<file path="config.mk">
export PLATFORM = sky130hd
export DESIGN_NAME = uart_rx_frame_ctrl
export DESIGN_NICKNAME = d
export VERILOG_FILES = /design/src/rtl/uart_pkg.sv /design/src/rtl/uart_bit_timer.sv /design/src/rtl/uart_rx_frame_ctrl.sv
export SDC_FILE = /design/constraint.sdc
export NUM_CORES = 1
export LEC_CHECK = 0
export CORE_MARGIN = 8
export CORE_UTILIZATION = 43
export CTS_CLUSTER_SIZE = 20
export DETAILED_ROUTE_END_ITERATION = 6
export PLACE_DENSITY_LB_ADDON = 0.05
export SYNTH_ARGS = -nofsm -noshare
export SYNTH_HDL_FRONTEND = slang
export SYNTH_SLANG_ARGS = --single-unit
export TNS_END_PERCENT = 1
</file>
<file path="constraint.sdc">
create_clock -name clk -period 1.67 [get_ports clk]
set_input_delay 0.334 -clock clk [delete_from_list [all_inputs] [get_ports clk]]
set_output_delay 0.334 -clock clk [all_outputs]
set_load 0.01 [all_outputs]
</file>
<file path="src/rtl/uart_pkg.sv">
// Shared UART definitions: receive FSM states, data width and the parity helper
// used by both the RX and TX sides.
package uart_pkg;

  localparam int DATA_W = 8;

  typedef enum logic [2:0] {
    IDLE,
    START,
    DATA,
    PARITY,
    STOP
  } rx_state_t;

  // Parity bit that makes the frame even (odd=0) or odd (odd=1).
  function automatic logic parity_bit(input logic [DATA_W-1:0] d, input logic odd);
    return (^d) ^ odd;
  endfunction

endpackage

</file>
<file path="src/rtl/uart_bit_timer.sv">
// Bit-period tick counter: counts 0..BIT_COUNTS-1 and wraps, flags mid-bit and
// end-of-bit positions for the receive FSM.
module uart_bit_timer #(
  parameter int BIT_COUNTS = 5
) (
  input  logic clk,
  input  logic n_rst,
  input  logic clr,
  input  logic en,
  output logic at_half,
  output logic at_end
);

  localparam int CNT_W = (BIT_COUNTS > 1) ? $clog2(BIT_COUNTS) : 1;
  localparam int HALF  = BIT_COUNTS / 2;

  logic [CNT_W-1:0] tick;

  assign at_half = (tick == CNT_W'(HALF));
  assign at_end  = (tick == CNT_W'(BIT_COUNTS - 1));

  always_ff @(posedge clk) begin
    if (!n_rst) begin
      tick <= '0;
    end else if (clr) begin
      tick <= '0;
    end else if (en) begin
      tick <= at_end ? '0 : tick + 1'b1;
    end
  end

endmodule

</file>
<file path="src/rtl/uart_rx_frame_ctrl.sv">
// UART receive frame controller: synchronizes the line, samples one frame at
// mid-bit, and hands each byte to the consumer through a 1-deep valid/ready register.
module uart_rx_frame_ctrl
  import uart_pkg::*;
#(
  parameter int BIT_COUNTS = 5,
  parameter bit PARITY_EN  = 1'b1,
  parameter bit PARITY_ODD = 1'b0
) (
  input  logic              clk,
  input  logic              n_rst,
  input  logic              rx_line,
  input  logic              rx_ready,
  input  logic              clr_err,
  output logic [DATA_W-1:0] rx_data,
  output logic              rx_valid,
  output logic              parity_err,
  output logic              frame_err,
  output logic              overrun,
  output logic              busy
);

  rx_state_t         state;
  logic              sync1, rxs, rxs_d;
  logic [2:0]        bit_cnt;
  logic [DATA_W-1:0] shreg;
  logic              perr;
  logic              at_half, at_end;
  logic              timer_clr;
  logic              deliver, blocked, accept;

  // Synchronizer resets to the idle level so reset release never looks like a start edge.
  always_ff @(posedge clk) begin
    if (!n_rst) begin
      sync1 <= 1'b1;
      rxs   <= 1'b1;
      rxs_d <= 1'b1;
    end else begin
      sync1 <= rx_line;
      rxs   <= sync1;
      rxs_d <= rxs;
    end
  end

  // Timer idles at zero and restarts when START hands over to DATA; every later
  // state boundary coincides with its natural wrap.
  assign timer_clr = (state == IDLE) || ((state == START) && at_half);

  uart_bit_timer #(
    .BIT_COUNTS(BIT_COUNTS)
  ) u_bit_timer (
    .clk    (clk),
    .n_rst  (n_rst),
    .clr    (timer_clr),
    .en     (1'b1),
    .at_half(at_half),
    .at_end (at_end)
  );

  assign deliver = (state == STOP) && at_end;
  assign blocked = rx_valid && !rx_ready;
  assign accept  = deliver && !blocked;

  // NOTE: all state below uses non-blocking assignments so every branch sees
  // the pre-edge values of state, shreg and rx_valid.
  always_ff @(posedge clk) begin
    if (!n_rst) begin
      state      <= IDLE;
      busy       <= 1'b0;
      bit_cnt    <= '0;
      shreg      <= '0;
      perr       <= 1'b0;
      rx_data    <= '0;
      rx_valid   <= 1'b0;
      parity_err <= 1'b0;
      frame_err  <= 1'b0;
      overrun    <= 1'b0;
    end else begin
      // Sticky flags: a set in the same cycle as clr_err wins.
      parity_err <= (accept && perr)        || (parity_err && !clr_err);
      frame_err  <= (accept && !rxs)        || (frame_err  && !clr_err);
      overrun    <= (deliver && blocked)    || (overrun    && !clr_err);

      if (accept) begin
        rx_data  <= shreg;
        rx_valid <= 1'b1;
      end else if (rx_ready) begin
        rx_valid <= 1'b0;
      end

      unique case (state)
        IDLE: begin
          if (rxs_d && !rxs) begin
            state <= START;
            busy  <= 1'b1;
          end
        end
        START: begin
          if (at_half) begin
            if (rxs) begin
              state <= IDLE;
              busy  <= 1'b0;
            end else begin
              state   <= DATA;
              bit_cnt <= '0;
              perr    <= 1'b0;
            end
          end
        end
        DATA: begin
          if (at_end) begin
            shreg   <= {rxs, shreg[DATA_W-1:1]};
            bit_cnt <= bit_cnt + 1'b1;
            if (bit_cnt == 3'd7) begin
              state <= PARITY_EN ? PARITY : STOP;
            end
          end
        end
        PARITY: begin
          if (at_end) begin
            perr  <= (parity_bit(shreg, PARITY_ODD) != rxs);
            state <= STOP;
          end
        end
        STOP: begin
          if (at_end) begin
            state <= IDLE;
            busy  <= 1'b0;
          end
        end
        default: begin
          state <= IDLE;
          busy  <= 1'b0;
        end
      endcase
    end
  end

endmodule

</file>
==> images/registers.png <==
Scale bar: 20 um.
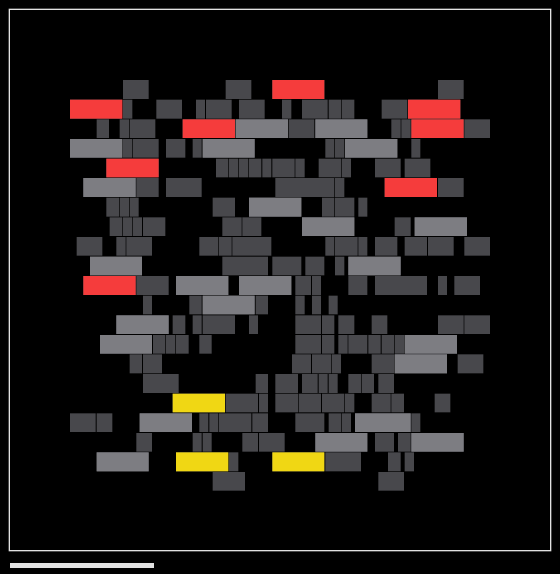
| name in the netlist | colour | flops |
|---|---|---|
| `rx_data` | red | 8 |
| `u_bit_timer.tick` | yellow | 3 |
not coloured: 23
share of cell area taken by flip-flops and latches: 37.38%
Flop area: 681.9 um2

==> images/clock_map.png <==
Scale bar: 20 um.
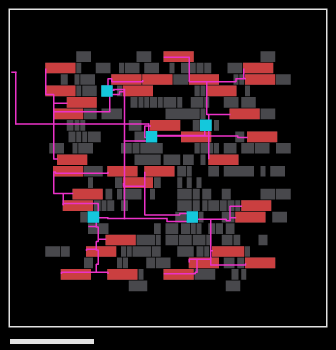
[flip-flops] red | count: 34
[cells driving clock nets] cyan | count: 5
[clock wires] magenta | length: 428 um
routed clock nets: 6
Clock Skew: 9.170 ps
Insertion Delay late pin: 330 ps
total clock network power: 555 uW
fraction of power consumed by the clock network: 38.3%

==> images/cell_classes.png <==
Fill, decap, tap and diode cells in grey.
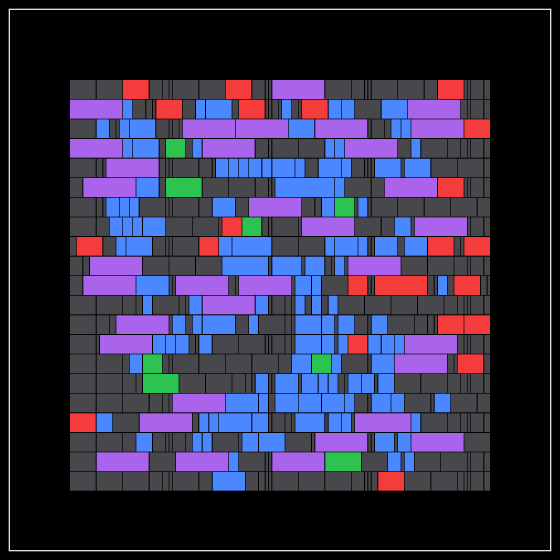
| class | colour | cells |
|---|---|---|
| clock drivers and dummy loads | green | 8 |
| all other logic | blue | 126 |
| flip-flops | purple | 34 |
| other buffers and delay cells | red | 22 |

==> impl_metrics.tcl <==
# flow metrics
set metrics [dict create \
    grt_pass1_vias 1144 \
    period_used_pct 93.21 \
    ff2ff_path_depth 7 \
    cts.htree.levels 2 \
    drt_iter0_markers 75 \
    power.combinational.total_uw 69.3 \
    worst_slack_setup_final_ps 113.3 \
    globalRouteMet2Util_pct 17.56 \
    final-hold-violation-count 0 \
    met2_wirelength_um 1248 \
    layout.clock_buffers 8 \
    synthAdderAreaFrac_pct 4.184 \
    reg.largest.list "rx_data x8, shreg x8" \
    drc 0 \
    logic_family "simple AND/OR/NAND/NOR gates" \
    inst_count_dp 228 \
    grt.overflow.total 0 \
    internal_power_consumption_uw 1141 \
    timing.final.setup_violations 0 \
    run_status "completed" \
    cp-end-kind "primary output" \
    multiInputCombCellCount 118 \
    global_route_wire_length_before_repair_um 5050 \
    detail_route.wl_per_cell_um 12.30 \
    most_frequent_cell_after_synthesis "dfxtp_1" \
    multiInputGateArea_um2 742.0 \
    post-place-ws_ps 30.57 \
    crit_fanout 4 \
    non_clock_buffer_area_share_pct 12.07 \
]
Power is estimated from default activity; no workload was simulated.
